### src/rtl/ps2_host_tx.sv
// PS/2 host-to-device transmitter.
// Sends one command byte to the device over open-drain ps2_clk/ps2_data:
// inhibits the clock, issues request-to-send, shifts bits out on
// device-generated falling edges, checks the device ack, and then waits
// for the bus to go idle. busy lets the top level gate the keyboard receiver.
module ps2_host_tx #(
    parameter int INHIBIT_CYCLES = 5000,
    parameter int TIMEOUT_CYCLES = 1000000
) (
    input  logic       clk,
    input  logic       rst,
    input  logic       ps2_clk,
    input  logic       ps2_data,
    output logic       ps2_clk_oe,
    output logic       ps2_data_oe,
    input  logic       tx_valid,
    input  logic [7:0] tx_data,
    output logic       tx_ready,
    output logic       busy,
    output logic       done,
    output logic       ack_err,
    output logic       timeout
);

    localparam int INH_W = (INHIBIT_CYCLES > 1) ? $clog2(INHIBIT_CYCLES) : 1;
    localparam int TO_W  = (TIMEOUT_CYCLES > 1) ? $clog2(TIMEOUT_CYCLES) : 1;
    localparam logic [INH_W-1:0] INH_LAST = INH_W'(INHIBIT_CYCLES - 1);
    localparam logic [TO_W-1:0]  TO_LAST  = TO_W'(TIMEOUT_CYCLES - 1);

    typedef enum logic [2:0] {
        IDLE,
        INHIBIT,
        REQ,
        SEND,
        ACK,
        WAIT_IDLE
    } state_t;

    state_t state, state_next;

    logic             clk_meta, clk_sync, clk_prev;
    logic             data_meta, data_sync;
    logic             fe;

    logic [9:0]       shift, shift_next;
    logic [3:0]       bitcnt, bitcnt_next;
    logic [INH_W-1:0] inh_cnt, inh_cnt_next;
    logic [TO_W-1:0]  to_cnt, to_cnt_next;
    logic             data_q, data_q_next;
    logic             ackbit, ackbit_next;
    logic             done_next, ack_err_next, timeout_next;

    // Two-flop synchronisers for both pad inputs plus a delayed copy of the
    // synced clock for falling-edge detection.
    always_ff @(posedge clk or posedge rst) begin
        if (rst) begin
            // NOTE: synchronisers reset to the idle bus level (1) so leaving
            // reset cannot manufacture a falling edge on ps2_clk.
            clk_meta  <= 1'b1;
            clk_sync  <= 1'b1;
            clk_prev  <= 1'b1;
            data_meta <= 1'b1;
            data_sync <= 1'b1;
        end else begin
            // NOTE: non-blocking assignments so every flop samples the value
            // from before this edge; blocking here would collapse the chain.
            clk_meta  <= ps2_clk;
            clk_sync  <= clk_meta;
            clk_prev  <= clk_sync;
            data_meta <= ps2_data;
            data_sync <= data_meta;
        end
    end

    assign fe = clk_prev & ~clk_sync;

    // State register and datapath registers, all loaded from the next-state logic.
    always_ff @(posedge clk or posedge rst) begin
        if (rst) begin
            state   <= IDLE;
            shift   <= '0;
            bitcnt  <= '0;
            inh_cnt <= '0;
            to_cnt  <= '0;
            data_q  <= 1'b0;
            ackbit  <= 1'b0;
            done    <= 1'b0;
            ack_err <= 1'b0;
            timeout <= 1'b0;
        end else begin
            state   <= state_next;
            shift   <= shift_next;
            bitcnt  <= bitcnt_next;
            inh_cnt <= inh_cnt_next;
            to_cnt  <= to_cnt_next;
            data_q  <= data_q_next;
            ackbit  <= ackbit_next;
            done    <= done_next;
            ack_err <= ack_err_next;
            timeout <= timeout_next;
        end
    end

    // Next-state, counter and pulse logic; abort on timeout overrides any fe.
    always_comb begin
        // NOTE: every variable gets a default before the case so no path
        // leaves one unassigned, which would infer a latch.
        state_next   = state;
        shift_next   = shift;
        bitcnt_next  = bitcnt;
        inh_cnt_next = inh_cnt;
        to_cnt_next  = to_cnt;
        data_q_next  = data_q;
        ackbit_next  = ackbit;
        done_next    = 1'b0;
        ack_err_next = 1'b0;
        timeout_next = 1'b0;

        case (state)
            IDLE: begin
                if (tx_valid) begin
                    // Frame after the start bit: data LSB first, odd parity, stop.
                    shift_next   = {1'b1, ~^tx_data, tx_data};
                    inh_cnt_next = '0;
                    to_cnt_next  = '0;
                    bitcnt_next  = '0;
                    state_next   = INHIBIT;
                end
            end

            INHIBIT: begin
                if (inh_cnt == INH_LAST) begin
                    state_next = REQ;
                end else begin
                    inh_cnt_next = inh_cnt + 1'b1;
                end
            end

            REQ: begin
                // Start bit keeps being driven low until the device's first fe.
                data_q_next = 1'b1;
                bitcnt_next = '0;
                to_cnt_next = '0;
                state_next  = SEND;
            end

            SEND, ACK, WAIT_IDLE: begin
                if (to_cnt == TO_LAST) begin
                    timeout_next = 1'b1;
                    data_q_next  = 1'b0;
                    state_next   = IDLE;
                end else begin
                    to_cnt_next = to_cnt + 1'b1;
                    if (state == SEND) begin
                        if (fe) begin
                            data_q_next = ~shift[0];
                            shift_next  = {1'b0, shift[9:1]};
                            bitcnt_next = bitcnt + 4'd1;
                            if (bitcnt == 4'd9) begin
                                state_next = ACK;
                            end
                        end
                    end else if (state == ACK) begin
                        if (fe) begin
                            ackbit_next = data_sync;
                            state_next  = WAIT_IDLE;
                        end
                    end else begin
                        if (clk_sync && data_sync) begin
                            done_next    = 1'b1;
                            ack_err_next = ackbit;
                            state_next   = IDLE;
                        end
                    end
                end
            end

            default: begin
                state_next = IDLE;
            end
        endcase
    end

    assign tx_ready    = (state == IDLE);
    assign busy        = ~tx_ready;
    assign ps2_clk_oe  = (state == INHIBIT) || (state == REQ);
    assign ps2_data_oe = (state == REQ) || ((state == SEND) && data_q);

endmodule

### config.mk
export PLATFORM = sky130hd
export DESIGN_NAME = ps2_host_tx
export DESIGN_NICKNAME = d
export VERILOG_FILES = /design/src/rtl/ps2_host_tx.sv
export SDC_FILE = /design/constraint.sdc
export NUM_CORES = 1
export LEC_CHECK = 0
export CORE_AREA = 2 2 82 84
export DETAILED_ROUTE_END_ITERATION = 8
export DIE_AREA = 0 0 84 86
export PLACE_DENSITY = 0.72
export SETUP_SLACK_MARGIN = 0.02
export SLEW_MARGIN = 15
export SYNTH_ARGS = -nofsm -noshare
export SYNTH_HDL_FRONTEND = slang
export SYNTH_SLANG_ARGS = --single-unit
### constraint.sdc
create_clock -name clk -period 2.3 [get_ports clk]
set_clock_uncertainty 0.2 [all_clocks]
set_input_delay 0.345 -clock clk [delete_from_list [all_inputs] [get_ports clk]]
set_output_delay 0.345 -clock clk [all_outputs]
set_load 0.05 [all_outputs]
==> Changelog: implementation, run 1 <==
## Flow update

- Hold_buf cts: 0
- Xor+xnor area frac: roughly 5.2%
- Worst Path Arrival: around 1700 ps
- Max Buffers Root-to-Sink: 2
- Max Fanout on Critical Path: 12
- Worst-path clk slew: 70 ps
- Floorplan Nets: roughly 350
- Fmax: around 460 MHz
- Max stage delay cell, worst path: dfrtp_2
- Initial DRC count: approximately 140
- Final WL: 7180 um
- Synth warn: 0
- Area fraction in compound gates: roughly 16%
- Startpoint Class: flip-flop
- Log Warnings: 28
- Final hold vios: 0
- Via count: around 2.7k
- P&R area growth vs syn: 23.3%
- Synth Cell Area: 0.00334 mm^2
- Unique cell types: 62
- P per Cell Area: 736 mW/mm^2
- Ys flops: about 60
- Crit path launch: state[0]
- DRC violations left: 0
- Yosys top cell area share: between 40% and 50%
- Cell with the most instances after synthesis: dfrtp_1
- Part of the cycle the worst path needs: a little over nine tenths
- Leakage power: 1.75 nW
- Num CTS Buffers: 9
- Rel. slew slack: 66.9%
- WS Path Type: flip-flop to primary output
- Global routing usage on met2: between 30% and 40%
- Post-DP HPWL: 5090 um
- Setup slack, reg-to-reg: ~130 ps
- Critical-path cell list: buf_4 -> or3_4 -> inv_1 -> buf_12
- Worst-Margin Slew: 494 ps
- Mean Syn Cell Area: ~10 um^2
- Critical Path Max Stage Delay: approximately 460 ps
- Pin count of the biggest net entering global routing: 61
- Top cells by count: dfrtp_1 (55), nand2_1 (25), nor2_1 (25)
- Final ANT Viol Nets: 0
- Io pins: 20
- # rows: 29
- WHS Path Cells: 0
- Synth Instances: 334
- Iteration tally of the first detailed-router pass: 4
- CTS HTree Levels: 3
- Hold WC Path Type: flip-flop to flip-flop
- Post-synth EDFFs: 0
- Mux cell area share: under 10%
- FP Core Util: ~53%
- Clock latency on the worst-skew pair: between 300 and 400 ps
- Min-Delay Startpoint: clk_meta
- Final hold slack: between 150 and 200 ps
- Fa+ha+maj area frac: 1.50%
- Overall global routing resource usage: about a fifth
- GRT Max-Usage Layer: met2
- Area leader, netlist: dfrtp_1
- Vias in the first global route: roughly 2.6k
- Die y size: around 86 um
- R2r startpoint: to_cnt[0]
- Hold endpoint: clk_sync
- I/O Buffers: 19
- Critical Path RT: ~1800 ps
- Placer Congestion: just over 0.8
- Met1 usage: between 20 and 30%
- Status: complete, no violations
- RR Endpoint: to_cnt[18]
- Ys flop type: dfrtp_1
- Die W: 84 um
- Core Box Area: 0.00628 mm^2
- Yosys chip area: about 0.0033 mm^2
- GR Overflow Total: 0
- Synth Area in Simple Gates: around 26%
- Fin nets: 405
- TritonCTS clock tree: yes
- R2R depth: 7
- Ratio of cells with drive above 1 in the final layout: between 20% and 30%
- Chip Area: slightly above 0.007 mm^2
- WL/cell: around 15 um
- Cell area leaders: dfrtp_1 (41%), xnor2_1 (4.2%), dfstp_2 (3.9%), a21oi_1 (3.6%), o21ai_0 (3.6%)
- Top comb family, area: simple AND/OR/NAND/NOR gates
- Placed Cells: between 400 and 500
- CP endpoint kind: primary output
- CTS Root Cell: clkbuf_8
- # setup viols final: 0
- Top delay family on crit path: flip-flops
- Pwr Total: 0.00303 W
- Final worst path period need: around 2200 ps
- Buf/Inv on CP: 3
- GRT met3 Usage: around 5.8%
- Max_cap viols: 0
- VDD IR max: 0.470 mV
- Clk sink count: 60
- Vias per cell: approximately 5.7
- Diode count: 0
- Initial antenna violation count: 0
- RSZ-0062 raised after global routing: false
- Yosys Instances: between 300 and 400
- First-pass GRT wire length: 12200 um
- Ys async rst share: 100%
- Seq/Total Area, Yosys: 45.1%
- Final Slew Violations: 0
## run 1: per-layer routing
metal / vias to the layer above / wire length (um)
met5: - / 0
met4: 0 / 118
met3: 13 / 180
met2: 37 / 3630
met1: 1299 / 3250
li1: 1333 / -
## run 1: cells in the final DEF, fill, tap and decap left out, types with 5 or more instances in the layout
master / n
clkbuf_8: 10
buf_4: 35
dfrtp_1: 53
a21oi_1: 22
dfstp_2: 5
inv_1: 7
o31ai_1: 10
nand3_1: 19
nor2_1: 25
or4_1: 8
nor3_1: 5
clkdlybuf4s50_1: 15
nand4_1: 5
xnor2_1: 16
mux2i_1: 10
nand2_1: 25
or3_1: 9
o21ai_0: 22
## run 1: where the power goes
part	switching, W	total [W]	internal (W)	leakage, nW
Clock	0.000415	0.000939	0.000524	0.0991
Sequential	0.0000794	0.00124	0.00116	0.794
Combinational	0.000457	0.000847	0.000390	0.854
## run 1: cells by family after synthesis
| group | Yosys count |
|---|---|
| AND-OR/OR-AND | 79 |
| XOR/XNOR | 20 |
| adder cells (fa/ha/maj) | 4 |
| buffers and inverters | 19 |
| flip-flops | 60 |
| multiplexers | 13 |
| AND/OR/NAND/NOR | 139 |
## run 1: layout make-up
class	instances	area, um^2
multi-input cells	255	1790
fillers	516	2160
flip-flops and latches	60	1510
repair buffers	54	493
inverters	8	30.0
well taps	77	96.3
clock inverters	5	52.6
clock buffers	11	141
## run 1: stage by stage
step           setup TNS (ps)  setup WS, ps  util (%)  cell area, um^2
3_5_place_dp             -518          -133      61.2             3840
3_3_place_gp             -263         -80.4      61.2             3840
4_1_cts                     0          1.85      64.3             4040
5_1_grt                     0          40.2      65.6             4120
6_report                    0           110      65.6             4120
2_1_floorplan               0           115         -             3340
## run 1: flip-flops by register name, indices dropped and copies added (netlist names)
signal,flops
to_cnt,20
inh_cnt,13
shift,10
bitcnt,4
state,3
ack_err,1
ackbit,1
clk_meta,1
clk_prev,1
clk_sync,1
data_meta,1
data_q,1
data_sync,1
done,1
timeout,1
## run 1: repair_timing
| item | 4_1_cts | 5_1_grt |
|---|---|---|
| gates resized | 1 | 16 |
| setup buffers | 0 | 2 |
| endpoints found under the setup margin | 4 | 19 |
| pin swaps | 0 | 5 |
## run 1: worst max-delay path by stage
stage                  to  slack, ps  cells past startpoint
6_report         tx_ready        110                      4
5_1_grt        to_cnt[18]         40                      7
4_1_cts        inh_cnt[0]          2                      6
3_5_place_dp   to_cnt[13]       -130                      6
3_3_place_gp   to_cnt[12]        -80                      6
2_1_floorplan  inh_cnt[0]        120                      6
Fig. 1: run 1, placement view
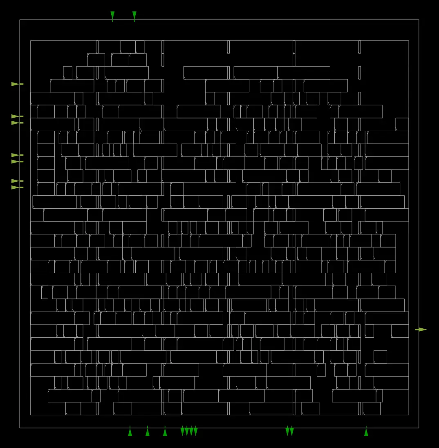
fillers: 516
Final Instance Count excl. Fillers: 470

Fig. 2: run 1, close-up of the layout
Region (22, 6) to (62, 46) um. Cells in grey, sequential cells in the stronger grey; small squares are vias.
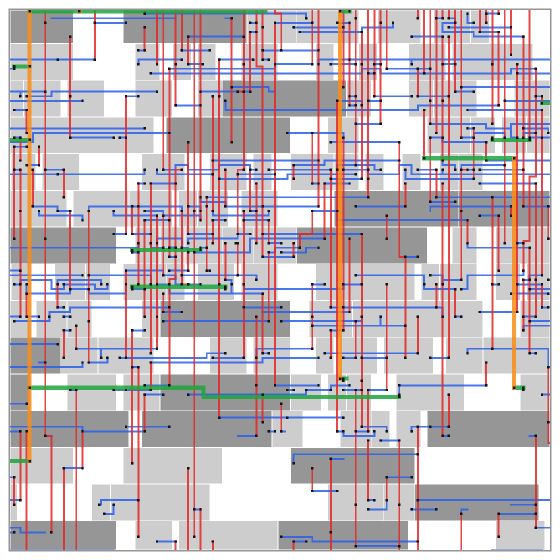
Blue shows M1. Orange shows M4. Red shows M2. Green shows M3.
116 logic cells have their middle in the window. Netlist names of flops here include inh_cnt (3), state (3), to_cnt (2). Most frequent: buf_4 (15), nor2_1 (11), dfrtp_1 (11). Sequential cells in the window: 17.

Fig. 3: run 1, clock wires, drivers and flops
Bar = 20 um.
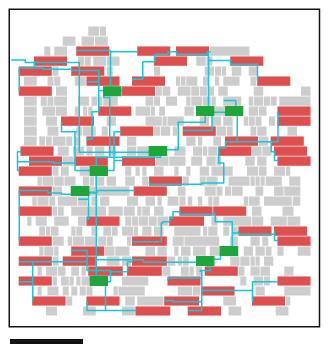
Green shows clock-net drivers, count 9. Cyan shows clock wires, length 801 um. Red shows flip-flops, count 60.
Position of the flops: spread over the die.

Fig. 4: run 1, routed metal, one colour a layer
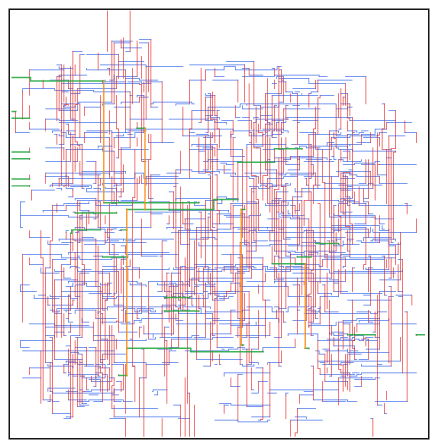
Orange shows M4, wire length 118 um. Green shows M3, wire length 180 um. Blue shows M1, wire length 3250 um. Red shows M2, wire length 3630 um.

Fig. 5: run 1, M3 wires
Bar = 20 um.
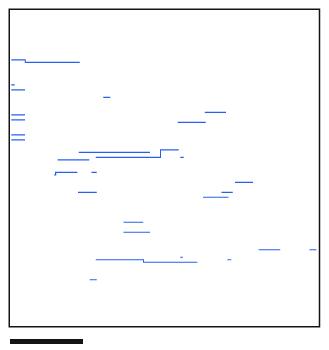

==> run 1 -> run 2 <==
- CAP_MARGIN: not set -> 20
- CELL_PAD_IN_SITES_DETAIL_PLACEMENT: not set -> 1
- CELL_PAD_IN_SITES_GLOBAL_PLACEMENT: not set -> 1
- CORE_AREA: 2 2 82 84 -> 2 2 93 95
- DIE_AREA: 0 0 84 86 -> 0 0 95 97
- HOLD_SLACK_MARGIN: not set -> 0.15
- PLACE_DENSITY: 0.72 -> 0.7
Fig. 6: run 2, M3 wires
Bar = 20 um.
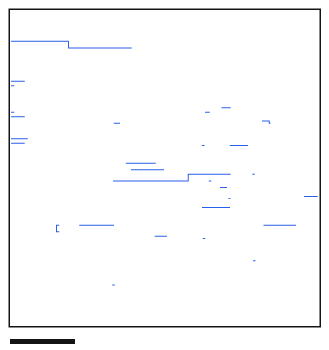
17 nets have wire on it. The layer carries 170 um of wire.

Fig. 7: run 2, clock wires, drivers and flops
Bar = 20 um.
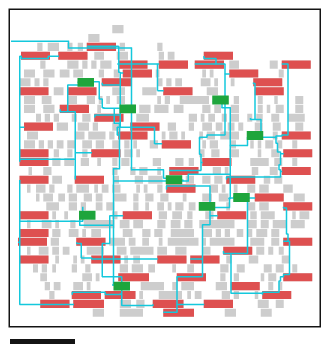
Cyan shows clock wires, length 992 um. Red shows flip-flops, count 60. Green shows clock-net drivers, count 9.
Position of the flops: spread over the die. There are 10 routed clock nets.

==> run 2 against run 1 <==
Effect of this change:
- count of clock-buffer cells in the layout fell by 1
- setup slack worse by 24 ps
- sequential cell count unchanged
- critical path type is now flip-flop to flip-flop
- hold slack got worse by 3.1 ps
- combinational power up 6.8%
- sequential share of layout area fell by 0.78 points
- synthesized cell count unchanged
- register-to-register slack got worse by 40 ps
==> Changelog: implementation, run 2 <==
## Flow update

- WS Path Type: flip-flop to flip-flop
- Most frequent cells in the layout: dfrtp_1 (55), buf_4 (43), nor2_1 (25), nand2_1 (25)
- Max Buffers Root-to-Sink: 2 (unchanged)
- RR Endpoint: inh_cnt[0]
- Worst Slack Setup Final: 85.2 ps (-24.4 ps)
- Rel. slew slack: 66.3% (-0.59 points)
- TritonCTS clock tree: yes
- Setup slack, reg-to-reg: 90 ps (-40 ps)
- Setup WS pre-CTS: -162 ps (-28.7 ps)
- Clk sink count: 60 (unchanged)
- Largest Register: to_cnt
- Final Instance Count excl. Fillers: 507 (+7.9%)
- Ratio of cells with drive above 1 in the final layout: 24.1% (+0.72 points)
- Die y size: 97 um (+13%)
- Log Warnings: 27 (-3.6%)
- FF/Latch Area: 0.00151 mm^2 (-0.17%)
- P&R area growth vs syn: 25.8%
- Num CTS Buffers: 9 (unchanged)
- Pin count of the biggest net entering global routing: 32 (-48%)
- FP Core Util: 41.1% (-12 points)
- # setup viols final: 0 (unchanged)
- Fin nets: 415 (+2.5%)
- VDD IR max: 0.326 mV (-31%)
- P per Cell Area: 736 mW/mm^2 (about the same)
- Area leader, netlist: dfrtp_1
- GR Overflow Total: 0 (unchanged)
- Chip Area: 0.00922 mm^2 (+28%)
- Placer Congestion: 0.882 (+6.8%)
- Hold WC Path Type: flip-flop to flip-flop
- Final Slew Violations: 0 (unchanged)
- Pwr Total: 0.00309 W (+2.0%)
- WHS Path Cells: 0 (unchanged)
- Part of the cycle the worst path needs: 96.3% (+1.1 points)
- Startpoint Class: flip-flop
- CTS Root Cell: clkbuf_8
- Max Fanout on Critical Path: 6 (-6)
- Post-synth EDFFs: 0 (unchanged)
- Floorplan Nets: 351 (unchanged)
- WL/cell: 17.1 um (+12%)
- Cell area leaders: dfrtp_1 (41%), xnor2_1 (4.2%), dfstp_2 (3.9%), a21oi_1 (3.6%), o21ai_0 (3.6%)
- Top cells by count: dfrtp_1 (55), nand2_1 (25), nor2_1 (25)
- Post-DP HPWL: 6250 um (+23%)
- Leakage power: 1.79 nW (+2.5%)
- Final setup TNS: 0 ps (unchanged)
- Vias per cell: 5.53 (-3.0%)
- Vias in the first global route: 3015 (+15%)
- Core Box Area: 0.00813 mm^2 (+30%)
- Final worst path period need: 2210 ps (+24.4 ps)
- Worst Path Arrival: 2250 ps (+600 ps)
- Seq/Total Area, Yosys: 45.1% (unchanged)
- CP endpoint kind: flip-flop
- Placed Cells: 487 (+7.7%)
- R2r startpoint: inh_cnt[1]
- Yosys Instances: 334 (unchanged)
- Worst-Margin Slew: 504 ps (+9.83 ps)
- Yosys top cell area share: 41.2% (unchanged)
- DRC violations left: 0 (unchanged)
- Commonest Layout Cell: dfrtp_1
- Final hold vios: 0 (unchanged)
- Final WL: 8680 um (+21%)
- Worst-path clk slew: 70 ps (about the same)
- Synth warn: 0 (unchanged)
- Largest registers: to_cnt (20), inh_cnt (13), shift (10)
- Cell with the most instances after synthesis: dfrtp_1
- Status: complete, no violations
- Via count: 2805 (+4.6%)
- Final hold slack: 154 ps (-3.13 ps)
- Mean Syn Cell Area: 10.0 um^2 (unchanged)
- RSZ-0062 raised after global routing: false
- Overall global routing resource usage: 20.6% (-0.59 points)
- Diode count: 0 (unchanged)
- Hold endpoint: clk_sync
- I/O Buffers: 19 (unchanged)
- Initial DRC count: 43 (-70%)
- Critical Path RT: 2340 ps (+590 ps)
- Final ANT Viol Nets: 0 (unchanged)
- Fillers: 921 (+78%)
- Largest register FFs: 20 (unchanged)
- Synth Instances: 334 (unchanged)
- Die W: 95 um (+13%)
- First-pass GRT wire length: 14900 um (+22%)
- Ys flop type: dfrtp_1
- Io pins: 20 (unchanged)
- # rows: 33 (+14%)
- R2R depth: 7 (unchanged)
- Ys async rst share: 100% (unchanged)
- Unique cell types: 62 (unchanged)
- Ys flops: 60 (unchanged)
- Iteration tally of the first detailed-router pass: 4 (unchanged)
- Fmax: 452 MHz (-1.1%)
- Max_cap viols: 0 (unchanged)
- Synth Cell Area: 0.00334 mm^2 (unchanged)
- Logic area: 0.00177 mm^2 (-1.5%)
- Min-Delay Startpoint: clk_meta
- CTS HTree Levels: 3 (unchanged)
- Yosys chip area: 0.00334 mm^2 (unchanged)
- Clock latency on the worst-skew pair: 350 ps (+20 ps)
- Initial antenna violation count: 0 (unchanged)
run 2: where the power goes:
part / switching (W) / leakage (nW) / internal (W)
sequential: 0.0000627 / 0.797 / 0.00116
clock: 0.000444 / 0.0979 / 0.000518
combinational: 0.000495 / 0.895 / 0.000409
total: 0.00100 / 1.79 / 0.00209
run 2: logic make-up (layout without fill, tap and decap cells):
| group | Yosys count | count (layout) | synth area share, % |
|---|---|---|---|
| AND/OR/NAND/NOR | 139 | 139 | 25.5 |
| AND-OR/OR-AND | 79 | 79 | 15.5 |
| flip-flops | 60 | 60 | 45.1 |
| XOR/XNOR | 20 | 20 | 5.25 |
| buffers and inverters | 19 | 87 | 3.07 |
| multiplexers | 13 | 13 | 4.01 |
| adder cells (fa/ha/maj) | 4 | 4 | 1.50 |
run 2: metrics by stage:
step / util [%] / instance area (um^2)
2_1_floorplan: - / 3340
3_3_place_gp: 48.3 / 3930
3_5_place_dp: 48.3 / 3930
4_1_cts: 51.2 / 4160
5_1_grt: 51.6 / 4200
6_report: 51.6 / 4200
run 2: timing repair:
item / CTS / global route
setup buffers: 3 / 1
setup endpoints to repair: 6 / 20
gates resized: 3 / 7
pin swaps: 1 / 4
hold buffers: 1 / 0
endpoints found under the hold margin: 13 / 0
cloned: 0 / 0
run 2: critical path: stages, from the launching register on:
cell and delay, ps:
dfrtp_1 370, ha_2 200, or4bb_4 480, o311ai_4 320
buf_6 170, and2_4 150, nor3_1 40, a21o_1 160
run 2: area by class of cell:
| cell class | count | area share, % |
|---|---|---|
| Clock inverter | 5 | 1.25 |
| Sequential cell | 60 | 35.9 |
| Clock buffer | 10 | 3.28 |
| Tap cell | 105 | 3.13 |
| Timing Repair Buffer | 64 | 13.7 |
| Multi-Input combinational cell | 255 | 42.1 |
| Inverter | 8 | 0.715 |
run 2: worst max path at each step:
stage / start / end / slack (ps) / depth (start not counted)
final: inh_cnt[1] / inh_cnt[0] / 90 / 7
after global routing: to_cnt[12] / to_cnt[3] / 9 / 6
after CTS: state[2] / ps2_data_oe / 20 / 4
after detailed placement: tx_valid / to_cnt[12] / -160 / 6
after global placement: tx_valid / to_cnt[13] / -90 / 6
after floorplan: inh_cnt[0] / inh_cnt[0] / 120 / 6
run 2: routing by layer:
metal | vias to the layer above | track usage [%] | share of wire, %
met3 | 18 | 4.05 | 1.9
li1 | 1354 | - | -
met5 | - | 0 | 0
met2 | 33 | 36.6 | 53
met1 | 1400 | 23.9 | 43
met4 | 0 | 8.36 | 2.5
Power figures rest on the tool's default switching activity, not on a simulated workload.
